## config.mk

```make
export PLATFORM = sky130hd
export DESIGN_NAME = cic_decimator_flat
export DESIGN_NICKNAME = d
export VERILOG_FILES = /design/src/rtl/cic_decimator_if.sv /design/src/rtl/cic_decimator.sv /design/src/flat_wrapper.sv
export SDC_FILE = /design/constraint.sdc
export NUM_CORES = 1
export LEC_CHECK = 0
export ABC_AREA = 1
export CORE_ASPECT_RATIO = 1.2
export CORE_MARGIN = 2
export CORE_UTILIZATION = 35
export DETAILED_ROUTE_END_ITERATION = 7
export GPL_TIMING_DRIVEN = 0
export PLACE_DENSITY_LB_ADDON = 0.2
export SLEW_MARGIN = 30
export SYNTH_ARGS = -nofsm -noshare
export SYNTH_HDL_FRONTEND = slang
export SYNTH_SLANG_ARGS = --single-unit
```

## constraint.sdc

```tcl
create_clock -name i_clk -period 4.1 [get_ports i_clk]
set_input_delay 1.025 -clock i_clk [delete_from_list [all_inputs] [get_ports i_clk]]
set_output_delay 1.025 -clock i_clk [all_outputs]
set_load 0.03 [all_outputs]
```

## src/rtl/cic_decimator_if.sv

```systemverilog
`default_nettype none
// ============================================================================
// Module      : cic_decimator_if
// Description : Sample-in / decimated-result-out bundle for cic_decimator.
// Revision    : 1.0 - initial release
// ============================================================================
interface cic_decimator_if #(
  parameter int IN_WIDTH  = 2,
  parameter int ACC_WIDTH = 14
);
  logic                        i_clr;
  logic                        i_sample;
  logic signed [IN_WIDTH-1:0]  i_data;
  logic signed [ACC_WIDTH-1:0] o_data;
  logic                        o_valid;
  logic                        o_busy;

  modport master (
    output i_clr, i_sample, i_data,
    input  o_data, o_valid, o_busy
  );

  modport slave (
    input  i_clr, i_sample, i_data,
    output o_data, o_valid, o_busy
  );
endinterface
`default_nettype wire

```

## src/rtl/cic_decimator.sv

```systemverilog
`default_nettype none
// ============================================================================
// Module      : cic_decimator
// Description : Sinc^ORDER CIC decimator, ratio 2^DECIM_LOG2; combs run
//               sequentially at the decimated rate. DSM_CIC_WARMUP_EN drops
//               the first ORDER start-up results after reset/clear.
// Revision    : 1.0 - initial release
// ============================================================================
module cic_decimator #(
  parameter int IN_WIDTH   = 2,
  parameter int ORDER      = 3,
  parameter int DECIM_LOG2 = 4,
  parameter int ACC_WIDTH  = IN_WIDTH + ORDER * DECIM_LOG2
) (
  input  wire logic        i_clk,
  input  wire logic        i_rst_n,
  cic_decimator_if.slave   bus
);

  typedef enum logic [1:0] {
    S_IDLE = 2'd0,
    S_COMB = 2'd1,
    S_OUT  = 2'd2
  } state_t;

  localparam logic [1:0] c_last_stage = 2'(ORDER - 1);

  state_t                      r_state;
  state_t                      w_next;
  logic signed [ACC_WIDTH-1:0] r_integ [ORDER];
  logic signed [ACC_WIDTH-1:0] r_dly   [ORDER];
  logic signed [ACC_WIDTH-1:0] r_snap;
  logic signed [ACC_WIDTH-1:0] r_work;
  logic signed [ACC_WIDTH-1:0] r_data;
  logic                        r_valid;
  logic [DECIM_LOG2-1:0]       r_cnt;
  logic [1:0]                  r_k;

  logic signed [ACC_WIDTH-1:0] w_ext;
  logic signed [ACC_WIDTH-1:0] w_cur;
  logic                        w_event;
  logic                        w_emit;
  logic                        w_emit_ok;

  assign w_ext   = {{(ACC_WIDTH-IN_WIDTH){bus.i_data[IN_WIDTH-1]}}, bus.i_data};
  assign w_event = bus.i_sample && (r_cnt == '1);
  // The first comb stage consumes the snapshot, later stages the running value.
  assign w_cur   = (r_k == 2'd0) ? r_snap : r_work;

`ifdef DSM_CIC_WARMUP_EN
  logic [2:0] r_warm;

  assign w_emit_ok = (r_warm >= 3'(ORDER));

  always_ff @(posedge i_clk or negedge i_rst_n) begin
    if (!i_rst_n) begin
      r_warm <= 3'd0;
    end else if (bus.i_clr) begin
      r_warm <= 3'd0;
    end else if (r_state == S_OUT && !w_emit_ok) begin
      r_warm <= r_warm + 3'd1;
    end
  end
`else
  assign w_emit_ok = 1'b1;
`endif

  always_ff @(posedge i_clk or negedge i_rst_n) begin
    if (!i_rst_n) begin
      r_state <= S_IDLE;
    end else if (bus.i_clr) begin
      r_state <= S_IDLE;
    end else begin
      r_state <= w_next;
    end
  end

  always_comb begin
    w_next = r_state;
    w_emit = 1'b0;
    case (r_state)
      S_IDLE: if (w_event) w_next = S_COMB;
      S_COMB: if (r_k == c_last_stage) w_next = S_OUT;
      S_OUT: begin
        w_emit = w_emit_ok;
        w_next = S_IDLE;
      end
      default: w_next = S_IDLE;
    endcase
  end

  always_ff @(posedge i_clk or negedge i_rst_n) begin
    if (!i_rst_n) begin
      for (int k = 0; k < ORDER; k++) begin
        r_integ[k] <= '0;
        r_dly[k]   <= '0;
      end
      r_snap  <= '0;
      r_work  <= '0;
      r_data  <= '0;
      r_valid <= 1'b0;
      r_cnt   <= '0;
      r_k     <= 2'd0;
    end else if (bus.i_clr) begin
      for (int k = 0; k < ORDER; k++) begin
        r_integ[k] <= '0;
        r_dly[k]   <= '0;
      end
      r_snap  <= '0;
      r_work  <= '0;
      r_data  <= '0;
      r_valid <= 1'b0;
      r_cnt   <= '0;
      r_k     <= 2'd0;
    end else begin
      r_valid <= 1'b0;
      if (bus.i_sample) begin
        // Each stage adds the pre-edge value of its predecessor (pipelined chain).
        r_integ[0] <= r_integ[0] + w_ext;
        for (int k = 1; k < ORDER; k++) begin
          r_integ[k] <= r_integ[k] + r_integ[k-1];
        end
        r_cnt <= r_cnt + 1'b1;
      end
      if (w_event) begin
        r_snap <= r_integ[ORDER-1];
        r_k    <= 2'd0;
      end
      if (r_state == S_COMB) begin
        r_work     <= w_cur - r_dly[r_k];
        r_dly[r_k] <= w_cur;
        r_k        <= r_k + 2'd1;
      end
      if (w_emit) begin
        r_data  <= r_work;
        r_valid <= 1'b1;
      end
    end
  end

  assign bus.o_data  = r_data;
  assign bus.o_valid = r_valid;
  assign bus.o_busy  = (r_state != S_IDLE);

endmodule
`default_nettype wire

```

## src/flat_wrapper.sv

```systemverilog
// flat-port wrapper written by rule: the top's interface ports become plain ports
module cic_decimator_flat 
#(
  parameter int IN_WIDTH   = 2,
  parameter int ORDER      = 3,
  parameter int DECIM_LOG2 = 4,
  parameter int ACC_WIDTH  = IN_WIDTH + ORDER * DECIM_LOG2
)
  (i_clk, i_rst_n, bus_i_clr, bus_i_sample, bus_i_data, bus_o_data, bus_o_valid, bus_o_busy);
  cic_decimator_if #(.IN_WIDTH(IN_WIDTH), .ACC_WIDTH(ACC_WIDTH)) bus_i ();
  input  wire logic i_clk;
  input  wire logic i_rst_n;
  input wire logic [$bits(bus_i.i_clr)-1:0] bus_i_clr;
  input wire logic [$bits(bus_i.i_sample)-1:0] bus_i_sample;
  input wire logic [$bits(bus_i.i_data)-1:0] bus_i_data;
  output wire logic [$bits(bus_i.o_data)-1:0] bus_o_data;
  output wire logic [$bits(bus_i.o_valid)-1:0] bus_o_valid;
  output wire logic [$bits(bus_i.o_busy)-1:0] bus_o_busy;
  assign bus_i.i_clr = bus_i_clr;
  assign bus_i.i_sample = bus_i_sample;
  assign bus_i.i_data = bus_i_data;
  assign bus_o_data = bus_i.o_data;
  assign bus_o_valid = bus_i.o_valid;
  assign bus_o_busy = bus_i.o_busy;
  cic_decimator #(.IN_WIDTH(IN_WIDTH), .ORDER(ORDER), .DECIM_LOG2(DECIM_LOG2), .ACC_WIDTH(ACC_WIDTH)) u_core (.i_clk(i_clk), .i_rst_n(i_rst_n), .bus(bus_i));
endmodule
```

==> impl_metrics.json, run 1 <==
{
  "cp-end-kind": "flip-flop",
  "grt_setup_unrepaired": "no",
  "postSynthCellCount": 1190,
  "final_net_count": 1298,
  "async_reset_ff_share_pct": 100,
  "timing.max_cap.violations": 0,
  "grt_pass1_vias": 7775,
  "first_pass_grt_wire_length_um": 39200,
  "cts_tree": "yes",
  "antenna-diode-count": 0,
  "final_hold_viol_count": 0,
  "cellLeakagePower_nw": 5.06,
  "yosys.area.top_type_share_pct": 39.1,
  "number_of_antenna_violations_at_the_first_check_in_global_routing": 0,
  "post_synth_instance_area_um2": 8640,
  "drive_above_1_share_pct": 6.83,
  "worst_ep_arrival_time_ps": 3890,
  "synth_top_flop_cell": "sky130_fd_sc_hd__dfrtp_1",
  "post_synth.cell_area_avg_um2": 7.26,
  "hold_class": "in -> async",
  "max_stage_delay_ps": 460,
  "grt_start_max_net_pins": 67,
  "finalNonFillerCells": 1565,
  "post_synthesis_register_bit_count": 135,
  "worstPathMaxFanout": 11,
  "synth.cellmix.compoundShare_pct": 12.3,
  "setup_viol": 0,
  "postRouteAntennaNets": 0,
  "dr.first_iter.drc_count": 355,
  "yosys.stat.seqShare_pct": 39.1,
  "worst_setup_path_start_kind": "flip-flop",
  "adder_area_share_pct": 9.04,
  "status": "finished clean",
  "numClockSinks": 135,
  "multiplexer_area_fraction_after_synthesis_pct": 0,
  "core_area_um2": 24100,
  "timing.final.max_slew_violations": 0,
  "warning_count": 28,
  "timing.max_slew.rel_slack_pct": 55.0,
  "yosys_warnings": 0,
  "post_synth_xor_area_fraction_pct": 1.52,
  "clk_pin_slew_ps": 70,
  "post-route-drc-count": 0,
  "h_tree_depth": 4,
  "ir_drop_v": 0.000265
}
## run 1: cell type report
cell class | count | area (um2) | share of cell area [%]
Buffer | 30 | 170 | 1.71
Clock buffer | 19 | 453 | 4.54
Clock inverter | 13 | 216 | 2.17
Inverter | 205 | 769 | 7.71
Multi-Input combinational cell | 820 | 4320 | 43.3
Sequential cell | 135 | 3380 | 33.9
Tap cell | 320 | 400 | 4.01
Timing Repair Buffer | 23 | 270 | 2.71
## run 1: final timing paths
kind                                        start                 end  slack [ps]  cells past startpoint
worst max-delay path                u_core.r_k[0]    u_core.r_work[6]         510                     16
worst min-delay path                      i_rst_n    u_core.r_work[5]         430                      1
worst max register to register      u_core.r_k[0]    u_core.r_work[6]         510                     16
worst min register to register  u_core.r_work[13]   u_core.r_work[13]         480                      2
max in group asynchronous                 i_rst_n  u_core.r_integ[11]        2800                      3
min in group i_clk              u_core.r_work[13]   u_core.r_work[13]         480                      2
## run 1: placed cells by master (no fill, tap or decap), types with 9 or more instances in the layout
master	n
sky130_fd_sc_hd__ha_1	56
sky130_fd_sc_hd__inv_1	196
sky130_fd_sc_hd__nor2_1	59
sky130_fd_sc_hd__a22oi_1	12
sky130_fd_sc_hd__xnor2_1	10
sky130_fd_sc_hd__o21ai_0	53
sky130_fd_sc_hd__clkbuf_16	17
sky130_fd_sc_hd__clkdlybuf4s50_1	20
sky130_fd_sc_hd__nand2_1	363
sky130_fd_sc_hd__nand4_1	10
sky130_fd_sc_hd__o22ai_1	53
sky130_fd_sc_hd__dfrtp_1	135
sky130_fd_sc_hd__a21oi_1	41
sky130_fd_sc_hd__nand3_1	104
sky130_fd_sc_hd__buf_2	18
sky130_fd_sc_hd__o21ai_1	16
sky130_fd_sc_hd__inv_2	9
## run 1: where the power goes
part	leakage (nW)	internal (mW)	switching [mW]	total, mW
clock	0.323	1.12	0.624	1.75
combinational	2.88	0.373	0.763	1.14
sequential	1.86	1.41	0.0582	1.47
## run 1: routing by layer
layer / routed length [um] / share of wire (%) / GRT usage, % / up-vias
li1: - / - / - / 3908
met1: 9820 / 42 / 21.7 / 3588
met2: 12700 / 54 / 37.1 / 107
met3: 531 / 2.3 / 2.66 / 34
met4: 493 / 2.1 / 5.93 / 0
met5: 0 / 0 / 0 / -
## run 1: metrics by stage
step                instance area [um2]  hold slack [ps]  setup WS (ps)  setup TNS (ps)  power [mW]
finish                             9980              434            509               0        4.35
global placement                   9250              468          -3800         -510980        2.62
CTS                                9980              430            508               0        4.39
detailed placement                 9310              466            516               0        2.63
floorplan                          8640              449           1330               0        2.30
global route                       9980              433            277               0        4.61
## run 1: flip-flops by register name, indices dropped and copies added, names as in the netlist
signal              cells
u_core.r_work          14
u_core.bus.o_valid      1
u_core.r_snap          14
u_core.r_k              2
u_core.r_cnt            4
u_core.bus.o_data      14
u_core.r_integ         42
u_core.r_dly           42
u_core.r_state          2
Fig. 1: run 1, zoomed window
The bar under the picture is 5 um long. Region (64, 113) to (84, 133) um. Cells in gray, sequential cells in the stronger gray; small squares are vias.
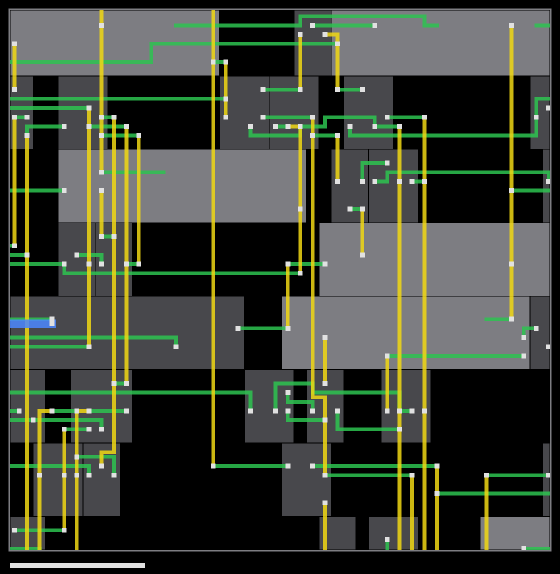
color	layer
green	metal 1
blue	metal 3
yellow	metal 2
cells with their middle in the window	26
most frequent	nand2_1 (9), nand3_1 (9), dfrtp_1 (5)
sequential cells in the window	5
netlist names of flops here include	`u_core.r_snap` (3), `u_core.r_integ` (2)

Fig. 2: run 1, congestion heat map
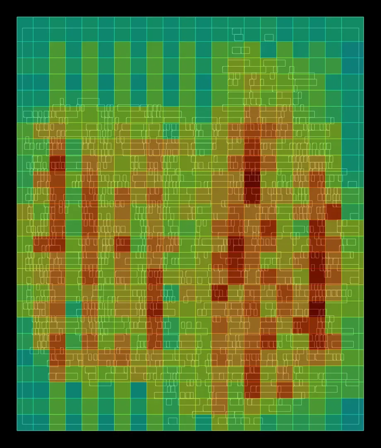
Layout Utilization: 41.3%
routed len/inst: 15.0 um
GRT Util Overall: 19.2%
met3 capacity usage during global routing: 2.66%

Fig. 3: run 1, signal wires by layer
The bar under the picture is 50 um long.
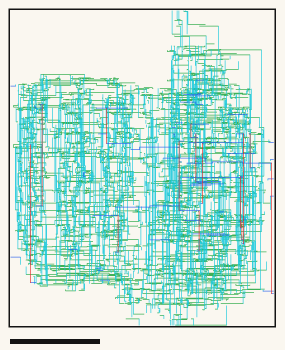
color	layer	wire length
cyan	metal 2	12700 um
green	metal 1	9820 um
blue	metal 3	531 um
red	metal 4	494 um
total wire length after detailed routing: 23500 um
Via Count: 7637

==> run 2: changes to the inputs <==
--- a/config.mk
+++ b/config.mk
@@ -6,6 +6,7 @@
 export NUM_CORES = 1
 export LEC_CHECK = 0
 export ABC_AREA = 1
+export CAP_MARGIN = 30
 export CORE_ASPECT_RATIO = 1.2
 export CORE_MARGIN = 2
 export CORE_UTILIZATION = 35
Fig. 4: run 2, signal wires by layer
The bar under the picture is 50 um long.
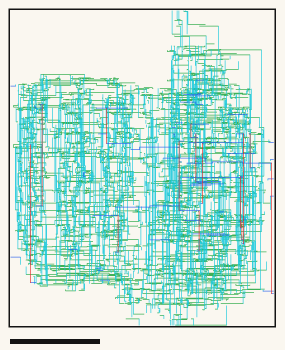
color	layer	wire length
red	metal 4	494 um
cyan	metal 2	12700 um
green	metal 1	9820 um
blue	metal 3	531 um

==> impl_metrics.json, run 2 <==
{
  "clk_pin_slew_ps": 70,
  "timing.max_cap.violations": 0,
  "grt-busiest-layer": "met2",
  "first_pass_grt_wire_length_um": 39200,
  "r2r_slack_ps": 510,
  "h_tree_depth": 4,
  "grt_setup_unrepaired": "no",
  "postRouteAntennaNets": 0,
  "synth.cellmix.compoundShare_pct": 12.3,
  "cts_tree": "yes",
  "crit_chain": "clkbuf_2 -> inv_2 -> buf_2 -> ha_1 -> buf_2 -> buf_2 -> o21a_1 -> ha_1 -> inv_1 -> fa_1 -> nand3_1 -> nand3_1 -> nand2_1 -> nand2_1 -> o21ai_0 -> o22ai_1",
  "wl_per_cell_um": 15.0,
  "mostFrequentLayoutCell": "sky130_fd_sc_hd__nand2_1",
  "drive_above_1_share_pct": 6.83,
  "timing.rr.end": "u_core.r_work[6]",
  "crit_slowest_cell": "sky130_fd_sc_hd__fa_1",
  "dr.first_iter.drc_count": 355,
  "detailroute.via_count": 7637,
  "post_synthesis_register_bit_count": 135,
  "global_route.usage.met2_pct": 37.1,
  "drt-vias-per-instance": 4.88,
  "setup_viol": 0,
  "use_met1_pct": 21.7,
  "finalWorstSetupSlack_ps": 509,
  "worst_skew_pair.late_latency_ps": 430,
  "grt_pass1_vias": 7775,
  "status": "finished clean",
  "timing.max_slew.rel_slack_pct": 55.0,
  "final_hold_viol_count": 0,
  "post-route-drc-count": 0,
  "crit_path_buf_inv_count": 6,
  "fill_cells": 2510,
  "antenna-diode-count": 0,
  "warning_count": 28,
  "fin_util_pct": 41.3,
  "ios": 22,
  "top_regs": "u_core.r_dly (42), u_core.r_integ (42)",
  "totalWireLength_um": 23500,
  "synth_top_flop_cell": "sky130_fd_sc_hd__dfrtp_1",
  "timing.reg2reg.worst_path_depth": 16,
  "number_of_antenna_violations_at_the_first_check_in_global_routing": 0,
  "adder_area_share_pct": 9.04,
  "async_reset_ff_share_pct": 100,
  "holdBufCountCts": 0,
  "cp-end-kind": "flip-flop",
  "hpwlAfterDp_um": 18200,
  "hold_class": "in -> async",
  "post_synth_xor_area_fraction_pct": 1.52,
  "post_synth.cell_area_avg_um2": 7.26,
  "multiplexer_area_fraction_after_synthesis_pct": 0,
  "post_synth_instance_area_um2": 8640,
  "worst_setup_path_start_kind": "flip-flop",
  "ir_drop_v": 0.000265,
  "placement.setup.worst_slack_ps": 516,
  "grt_use_met3_pct": 2.66,
  "globalRouteTotalUtil_pct": 19.2,
  "layout_top_cells_excl_fill_tap": "sky130_fd_sc_hd__nand2_1 (363), sky130_fd_sc_hd__inv_1 (196), sky130_fd_sc_hd__dfrtp_1 (135)",
  "worstReg2RegStart": "u_core.r_k[0]",
  "core_area_um2": 24100,
  "postSynthCellCount": 1190,
  "yosys.area.top_type_share_pct": 39.1,
  "max_stage_delay_ps": 460,
  "post-route-min-period_ps": 3590,
  "final.setup.tns_ps": 0,
  "fp_util_pct": 35.8,
  "numClockSinks": 135,
  "cts_root_buffer": "sky130_fd_sc_hd__clkbuf_16",
  "yosys-stat-cells": 1190,
  "cellLeakagePower_nw": 5.06,
  "place.gp.congestion": 0.856,
  "grt_start_max_net_pins": 67,
  "worstPathMaxFanout": 11,
  "timing.final.max_slew_violations": 0,
  "yosys.stat.seqShare_pct": 39.1,
  "final_net_count": 1298,
  "worst_ep_arrival_time_ps": 3890,
  "yosys_warnings": 0
}
## run 2: worst max-delay path by stage
| stage | start | end | slack, ps | cells past startpoint |
|---|---|---|---|---|
| 6_report | u_core.r_k[0] | u_core.r_work[6] | 510 | 16 |
| 5_1_grt | u_core.r_k[0] | u_core.r_work[12] | 280 | 16 |
| 4_1_cts | u_core.r_k[0] | u_core.r_work[6] | 510 | 16 |
| 3_5_place_dp | u_core.r_k[0] | u_core.r_work[6] | 520 | 16 |
| 3_3_place_gp | i_rst_n | u_core.r_integ[37] | -3800 | 1 |
| 2_1_floorplan | u_core.r_k[0] | u_core.r_work[6] | 1330 | 16 |
## run 2: cell families after synthesis
family	count (synthesis)
flip-flops	135
buffers and inverters	235
XOR/XNOR	15
adder cells (fa/ha/maj)	60
AND-OR/OR-AND	186
AND/OR/NAND/NOR	559
## run 2: layout make-up
cell class | instances | area (um2) | share of cell area (%)
clock buffers | 19 | 453 | 4.54
clock inverters | 13 | 216 | 2.17
inverters | 205 | 769 | 7.71
repair buffers | 23 | 270 | 2.71
flip-flops and latches | 135 | 3380 | 33.9
well taps | 320 | 400 | 4.01
multi-input cells | 820 | 4320 | 43.3
plain buffers | 30 | 170 | 1.71
## run 2: per-layer routing
layer | vias to the layer above | routed length (um)
met3 | 34 | 531
met1 | 3588 | 9820
met5 | - | 0
met2 | 107 | 12700
li1 | 3908 | -
met4 | 0 | 493
## run 2: through the flow
step | cells | instance area, um2 | hold slack, ps | power [mW]
after floorplan | 1190 | 8640 | 449 | 2.30
after global placement | 1531 | 9250 | 468 | 2.62
after detailed placement | 1533 | 9310 | 466 | 2.63
after CTS | 1565 | 9980 | 430 | 4.39
after global routing | 1565 | 9980 | 433 | 4.61
final | 1565 | 9980 | 434 | 4.35
## run 2: where the power goes
group	total, mW	internal [mW]	leakage [nW]	switching [mW]
clock	1.75	1.12	0.323	0.624
combinational	1.14	0.373	2.88	0.763
sequential	1.47	1.41	1.86	0.0582
total	4.35	2.91	5.06	1.45
Power and IR drop assume default switching activity.
